**config.mk**
```make
export PLATFORM = sky130hd
export DESIGN_NAME = cpu_core_p_flat
export DESIGN_NICKNAME = d
export VERILOG_FILES = /design/src/rtl/cpu_core_pkg.sv /design/src/rtl/cpu_core_p_if.sv /design/src/rtl/alu_p.sv /design/src/rtl/cpu_core_p.sv /design/src/flat_wrapper.sv
export SDC_FILE = /design/constraint.sdc
export NUM_CORES = 1
export LEC_CHECK = 0
export CAP_MARGIN = 20
export CORE_MARGIN = 5
export CORE_UTILIZATION = 55
export CTS_CLUSTER_SIZE = 40
export DETAILED_ROUTE_END_ITERATION = 10
export PLACE_DENSITY = 0.74
export SYNTH_ARGS = -nofsm -noshare
export SYNTH_HDL_FRONTEND = slang
export SYNTH_HIERARCHICAL = 1
export SYNTH_SLANG_ARGS = --single-unit
```
**constraint.sdc**
```tcl
create_clock -name clk -period 7.9 [get_ports clk]
set_input_delay 1.185 -clock clk [delete_from_list [all_inputs] [get_ports clk]]
set_output_delay 1.185 -clock clk [all_outputs]
set_load 0.005 [all_outputs]
```
**src/rtl/cpu_core_pkg.sv**
```systemverilog
// rtl/cpu_core_pkg.sv - opcodes, FSM state encoding and instruction field helpers
package cpu_core_pkg;

  localparam logic [3:0] OP_NOP  = 4'h0;
  localparam logic [3:0] OP_ADD  = 4'h1;
  localparam logic [3:0] OP_SUB  = 4'h2;
  localparam logic [3:0] OP_AND  = 4'h3;
  localparam logic [3:0] OP_OR   = 4'h4;
  localparam logic [3:0] OP_XOR  = 4'h5;
  localparam logic [3:0] OP_LDI  = 4'h6;
  localparam logic [3:0] OP_LD   = 4'h7;
  localparam logic [3:0] OP_ST   = 4'h8;
  localparam logic [3:0] OP_JMP  = 4'h9;
  localparam logic [3:0] OP_JZ   = 4'hA;
  localparam logic [3:0] OP_SHL  = 4'hB;
  localparam logic [3:0] OP_SHR  = 4'hC;
  localparam logic [3:0] OP_EI   = 4'hD;
  localparam logic [3:0] OP_RETI = 4'hE;
  localparam logic [3:0] OP_HALT = 4'hF;

  localparam logic [2:0] ST_FETCH = 3'd0;
  localparam logic [2:0] ST_EXEC  = 3'd1;
  localparam logic [2:0] ST_MEM   = 3'd2;
  localparam logic [2:0] ST_IRQ   = 3'd3;
  localparam logic [2:0] ST_HALT  = 3'd4;

  // Immediate must hold both a data constant and an address.
  function automatic int imm_width(int data_w, int addr_w);
    return (data_w > addr_w) ? data_w : addr_w;
  endfunction

  // Instruction layout is {op[3:0], rd, rs, imm}, imm in the low bits.
  function automatic int instr_width(int rsel_w, int imm_w);
    return 4 + 2 * rsel_w + imm_w;
  endfunction

  function automatic int op_lsb(int rsel_w, int imm_w);
    return 2 * rsel_w + imm_w;
  endfunction

  function automatic int rd_lsb(int rsel_w, int imm_w);
    return rsel_w + imm_w;
  endfunction

  function automatic int rs_lsb(int imm_w);
    return imm_w;
  endfunction

endpackage

```
**src/rtl/cpu_core_p_if.sv**
```systemverilog
// rtl/cpu_core_p_if.sv - instruction and data memory request/ack bus
interface cpu_core_p_if #(
  parameter int DATA_W  = 8,
  parameter int ADDR_W  = 8,
  parameter int INSTR_W = 16
);
  logic               imem_req;
  logic [ADDR_W-1:0]  imem_addr;
  logic [INSTR_W-1:0] imem_rdata;
  logic               imem_ack;
  logic               dmem_req;
  logic               dmem_we;
  logic [ADDR_W-1:0]  dmem_addr;
  logic [DATA_W-1:0]  dmem_wdata;
  logic [DATA_W-1:0]  dmem_rdata;
  logic               dmem_ack;

  modport master (
    output imem_req, imem_addr, input imem_rdata, imem_ack,
    output dmem_req, dmem_we, dmem_addr, dmem_wdata, input dmem_rdata, dmem_ack
  );

  modport slave (
    input imem_req, imem_addr, output imem_rdata, imem_ack,
    input dmem_req, dmem_we, dmem_addr, dmem_wdata, output dmem_rdata, dmem_ack
  );
endinterface

```
**src/rtl/alu_p.sv**
```systemverilog
// rtl/alu_p.sv - combinational ALU producing result, zero and carry/borrow
module alu_p
  import cpu_core_pkg::*;
#(
  parameter int DATA_W = 8
) (
  input  logic [3:0]        op,
  input  logic [DATA_W-1:0] a,
  input  logic [DATA_W-1:0] b,
  output logic [DATA_W-1:0] result,
  output logic              z,
  output logic              c
);

  logic [DATA_W:0] wide;

  // Carry is the bit shifted or carried out; logic ops and LDI leave it clear.
  always_comb begin
    wide   = '0;
    result = a;
    c      = 1'b0;
    case (op)
      OP_ADD: begin
        wide   = {1'b0, a} + {1'b0, b};
        result = wide[DATA_W-1:0];
        c      = wide[DATA_W];
      end
      OP_SUB: begin
        wide   = {1'b0, a} - {1'b0, b};
        result = wide[DATA_W-1:0];
        c      = wide[DATA_W];
      end
      OP_AND: result = a & b;
      OP_OR:  result = a | b;
      OP_XOR: result = a ^ b;
      OP_LDI: result = b;
      OP_SHL: begin
        result = {a[DATA_W-2:0], 1'b0};
        c      = a[DATA_W-1];
      end
      OP_SHR: begin
        result = {1'b0, a[DATA_W-1:1]};
        c      = a[0];
      end
      default: ;
    endcase
  end

  assign z = (result == '0);

endmodule

```
**src/rtl/cpu_core_p.sv**
```systemverilog
// rtl/cpu_core_p.sv - parametrised multicycle CPU core with vectored interrupt
module cpu_core_p
  import cpu_core_pkg::*;
#(
  parameter int              DATA_W  = 8,
  parameter int              ADDR_W  = 8,
  parameter int              NREGS   = 4,
  parameter logic [ADDR_W-1:0] IRQ_VEC = 'hF0
) (
  input  logic          clk,
  input  logic          reset,
  input  logic          interrupt,
  cpu_core_p_if.master  bus,
  output logic          halted
);

  localparam int RSEL_W  = $clog2(NREGS);
  localparam int IMM_W   = imm_width(DATA_W, ADDR_W);
  localparam int INSTR_W = instr_width(RSEL_W, IMM_W);
  localparam int OP_LSB  = op_lsb(RSEL_W, IMM_W);
  localparam int RD_LSB  = rd_lsb(RSEL_W, IMM_W);
  localparam int RS_LSB  = rs_lsb(IMM_W);

  logic [2:0]         state;
  logic [ADDR_W-1:0]  pc;
  logic [ADDR_W-1:0]  epc;
  logic [INSTR_W-1:0] ir;
  logic [DATA_W-1:0]  regs [NREGS];
  logic               z;
  logic               c;
  logic               ie;

  logic [3:0]         op;
  logic [RSEL_W-1:0]  rd;
  logic [RSEL_W-1:0]  rs;
  logic [IMM_W-1:0]   imm;
  logic [DATA_W-1:0]  rd_val;
  logic [DATA_W-1:0]  alu_b;
  logic [DATA_W-1:0]  alu_res;
  logic               alu_z;
  logic               alu_c;
  logic               writes_rd;
  logic [ADDR_W-1:0]  pc_next;
  logic               ie_next;

  assign op     = ir[OP_LSB +: 4];
  assign rd     = ir[RD_LSB +: RSEL_W];
  assign rs     = ir[RS_LSB +: RSEL_W];
  assign imm    = ir[IMM_W-1:0];
  assign rd_val = regs[rd];
  assign alu_b  = (op == OP_LDI) ? imm[DATA_W-1:0] : regs[rs];

  assign bus.imem_addr = pc;
  assign halted        = (state == ST_HALT);

  alu_p #(.DATA_W(DATA_W)) u_alu (
    .op     (op),
    .a      (rd_val),
    .b      (alu_b),
    .result (alu_res),
    .z      (alu_z),
    .c      (alu_c)
  );

  // Decode: which ops write rd/flags, and the PC/IE values after EXEC.
  always_comb begin
    writes_rd = 1'b0;
    pc_next   = pc;
    ie_next   = ie;
    case (op)
      OP_ADD, OP_SUB, OP_AND, OP_OR, OP_XOR,
      OP_LDI, OP_SHL, OP_SHR: writes_rd = 1'b1;
      OP_JMP:  pc_next = imm[ADDR_W-1:0];
      OP_JZ:   if (z) pc_next = imm[ADDR_W-1:0];
      OP_EI:   ie_next = imm[0];
      OP_RETI: begin
        pc_next = epc;
        ie_next = 1'b1;
      end
      default: ;
    endcase
  end

  // Main FSM; the interrupt is checked only where an instruction completes,
  // so the next fetch request can be raised on the same edge.
  always_ff @(posedge clk or posedge reset) begin
    if (reset) begin
      state          <= ST_FETCH;
      pc             <= '0;
      epc            <= '0;
      ir             <= '0;
      z              <= 1'b0;
      c              <= 1'b0;
      ie             <= 1'b0;
      bus.imem_req   <= 1'b0;
      bus.dmem_req   <= 1'b0;
      bus.dmem_we    <= 1'b0;
      bus.dmem_addr  <= '0;
      bus.dmem_wdata <= '0;
      for (int i = 0; i < NREGS; i++) regs[i] <= '0;
    end else begin
      case (state)
        ST_FETCH: begin
          if (bus.imem_req) begin
            if (bus.imem_ack) begin
              ir           <= bus.imem_rdata;
              pc           <= pc + 1'b1;
              bus.imem_req <= 1'b0;
              state        <= ST_EXEC;
            end
          end else if (interrupt && ie) begin
            state <= ST_IRQ;
          end else begin
            bus.imem_req <= 1'b1;
          end
        end
        ST_EXEC: begin
          if (writes_rd) begin
            regs[rd] <= alu_res;
            z        <= alu_z;
            c        <= alu_c;
          end
          pc <= pc_next;
          ie <= ie_next;
          if (op == OP_LD || op == OP_ST) begin
            state          <= ST_MEM;
            bus.dmem_req   <= 1'b1;
            bus.dmem_we    <= (op == OP_ST);
            bus.dmem_addr  <= imm[ADDR_W-1:0];
            bus.dmem_wdata <= rd_val;
          end else if (op == OP_HALT) begin
            state <= ST_HALT;
          end else if (interrupt && ie_next) begin
            state <= ST_IRQ;
          end else begin
            state        <= ST_FETCH;
            bus.imem_req <= 1'b1;
          end
        end
        ST_MEM: begin
          if (bus.dmem_ack) begin
            bus.dmem_req <= 1'b0;
            if (!bus.dmem_we) begin
              regs[rd] <= bus.dmem_rdata;
              z        <= (bus.dmem_rdata == '0);
            end
            if (interrupt && ie) begin
              state <= ST_IRQ;
            end else begin
              state        <= ST_FETCH;
              bus.imem_req <= 1'b1;
            end
          end
        end
        ST_IRQ: begin
          epc          <= pc;
          ie           <= 1'b0;
          pc           <= IRQ_VEC;
          state        <= ST_FETCH;
          bus.imem_req <= 1'b1;
        end
        ST_HALT: begin
          if (interrupt && ie) state <= ST_IRQ;
        end
        default: state <= ST_FETCH;
      endcase
    end
  end

endmodule

```
**src/flat_wrapper.sv**
```systemverilog
// flat-port wrapper written by rule: the top's interface ports become plain ports
module cpu_core_p_flat import cpu_core_pkg::*;
#(
  parameter int              DATA_W  = 8,
  parameter int              ADDR_W  = 8,
  parameter int              NREGS   = 4,
  parameter logic [ADDR_W-1:0] IRQ_VEC = 'hF0
)
  (clk, reset, interrupt, halted, bus_imem_req, bus_imem_addr, bus_imem_rdata, bus_imem_ack, bus_dmem_req, bus_dmem_we, bus_dmem_addr, bus_dmem_wdata, bus_dmem_rdata, bus_dmem_ack);
  cpu_core_p_if #(.DATA_W(DATA_W), .ADDR_W(ADDR_W), .INSTR_W(16)) bus_i ();
  input  logic clk;
  input  logic reset;
  input  logic interrupt;
  output logic halted;
  output wire logic [$bits(bus_i.imem_req)-1:0] bus_imem_req;
  output wire logic [$bits(bus_i.imem_addr)-1:0] bus_imem_addr;
  input wire logic [$bits(bus_i.imem_rdata)-1:0] bus_imem_rdata;
  input wire logic [$bits(bus_i.imem_ack)-1:0] bus_imem_ack;
  output wire logic [$bits(bus_i.dmem_req)-1:0] bus_dmem_req;
  output wire logic [$bits(bus_i.dmem_we)-1:0] bus_dmem_we;
  output wire logic [$bits(bus_i.dmem_addr)-1:0] bus_dmem_addr;
  output wire logic [$bits(bus_i.dmem_wdata)-1:0] bus_dmem_wdata;
  input wire logic [$bits(bus_i.dmem_rdata)-1:0] bus_dmem_rdata;
  input wire logic [$bits(bus_i.dmem_ack)-1:0] bus_dmem_ack;
  assign bus_imem_req = bus_i.imem_req;
  assign bus_imem_addr = bus_i.imem_addr;
  assign bus_i.imem_rdata = bus_imem_rdata;
  assign bus_i.imem_ack = bus_imem_ack;
  assign bus_dmem_req = bus_i.dmem_req;
  assign bus_dmem_we = bus_i.dmem_we;
  assign bus_dmem_addr = bus_i.dmem_addr;
  assign bus_dmem_wdata = bus_i.dmem_wdata;
  assign bus_i.dmem_rdata = bus_dmem_rdata;
  assign bus_i.dmem_ack = bus_dmem_ack;
  cpu_core_p #(.DATA_W(DATA_W), .ADDR_W(ADDR_W), .NREGS(NREGS), .IRQ_VEC(IRQ_VEC)) u_core (.clk(clk), .reset(reset), .interrupt(interrupt), .bus(bus_i), .halted(halted));
endmodule
```
**Placed cells, one color a class**

Fill, decap, tap and diode cells in gray.
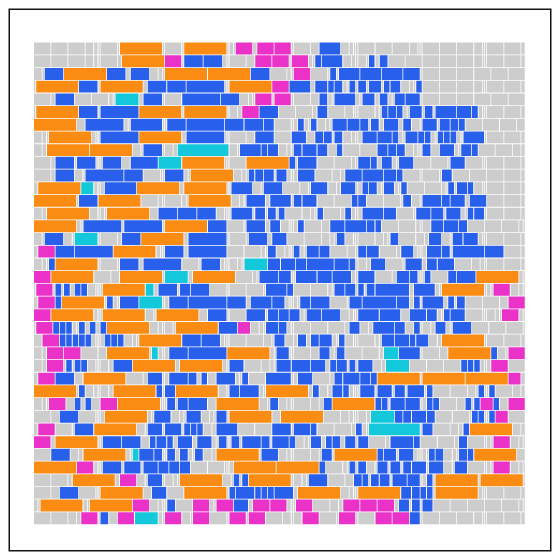
- remaining logic cells: blue (cells 481; share of their area 56%)
- clock drivers and dummy loads: cyan (cells 16; share of their area 3.1%)
- registers: orange (cells 88; share of their area 33%)
- remaining buffers and delay cells: magenta (cells 60; share of their area 8.7%)

==> Slide: Implementation Results <==
Physical Implementation Snapshot

Run status
  – Outcome: complete, no violations

Critical path
  – FF-to-FF setup slack: between 2 and 3 ns
  – CP endpoint: u_core/z$_DFFE_PP0P_
  – CP required: 8.18 ns
  – RR Endpoint: u_core/z$_DFFE_PP0P_

Route
  – DR iter-0 viols: 437
  – Met2 wire len: 7830 um
  – Wire length on met1: 7240 um

Synth
  – Mapped Nets: approximately 660
  – Syn avg cell area: 10.1 um2

Placed design
  – Hpwl dp: 12,100 um

Final timing
  – Minimum clock period: approximately 5.3 ns
  – Fmax: 188 MHz

CTS
  – H-Tree Depth: 3
  – Post-CTS Setup Inserts: 0
  – Worst-Skew Late Latency: 0.37 ns

Floorplanning
  – Die Wd: 116 um
  – Core Box Area: 10,900 um2
  – Chip height: 116 um

Global routing
  – GR Util All Layers: 25.8%
  – Largest net degree at the start of global routing: just under 50
  – Antenna violations before repair: 0

Finish
  – Inverters: 27
**Routed metal, one color a layer**

Scale bar: 20 um. Two of the layers only.
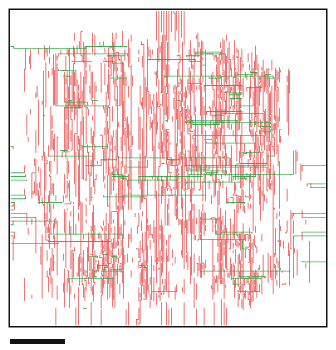
- M2: red (wire length 7,830 um)
- M3: green (wire length 1,180 um)

[through the flow]
| stage | cell area, um2 | instances | setup slack [ns] |
|---|---|---|---|
| finish | 6940 | 785 | 2.59 |
| global route | 6940 | 785 | 2.33 |
| CTS | 6940 | 785 | 2.67 |
| detailed placement | 6730 | 769 | 2.71 |
| global placement | 6730 | 769 | 2.85 |
| floorplan | 6140 | 607 | 3.44 |
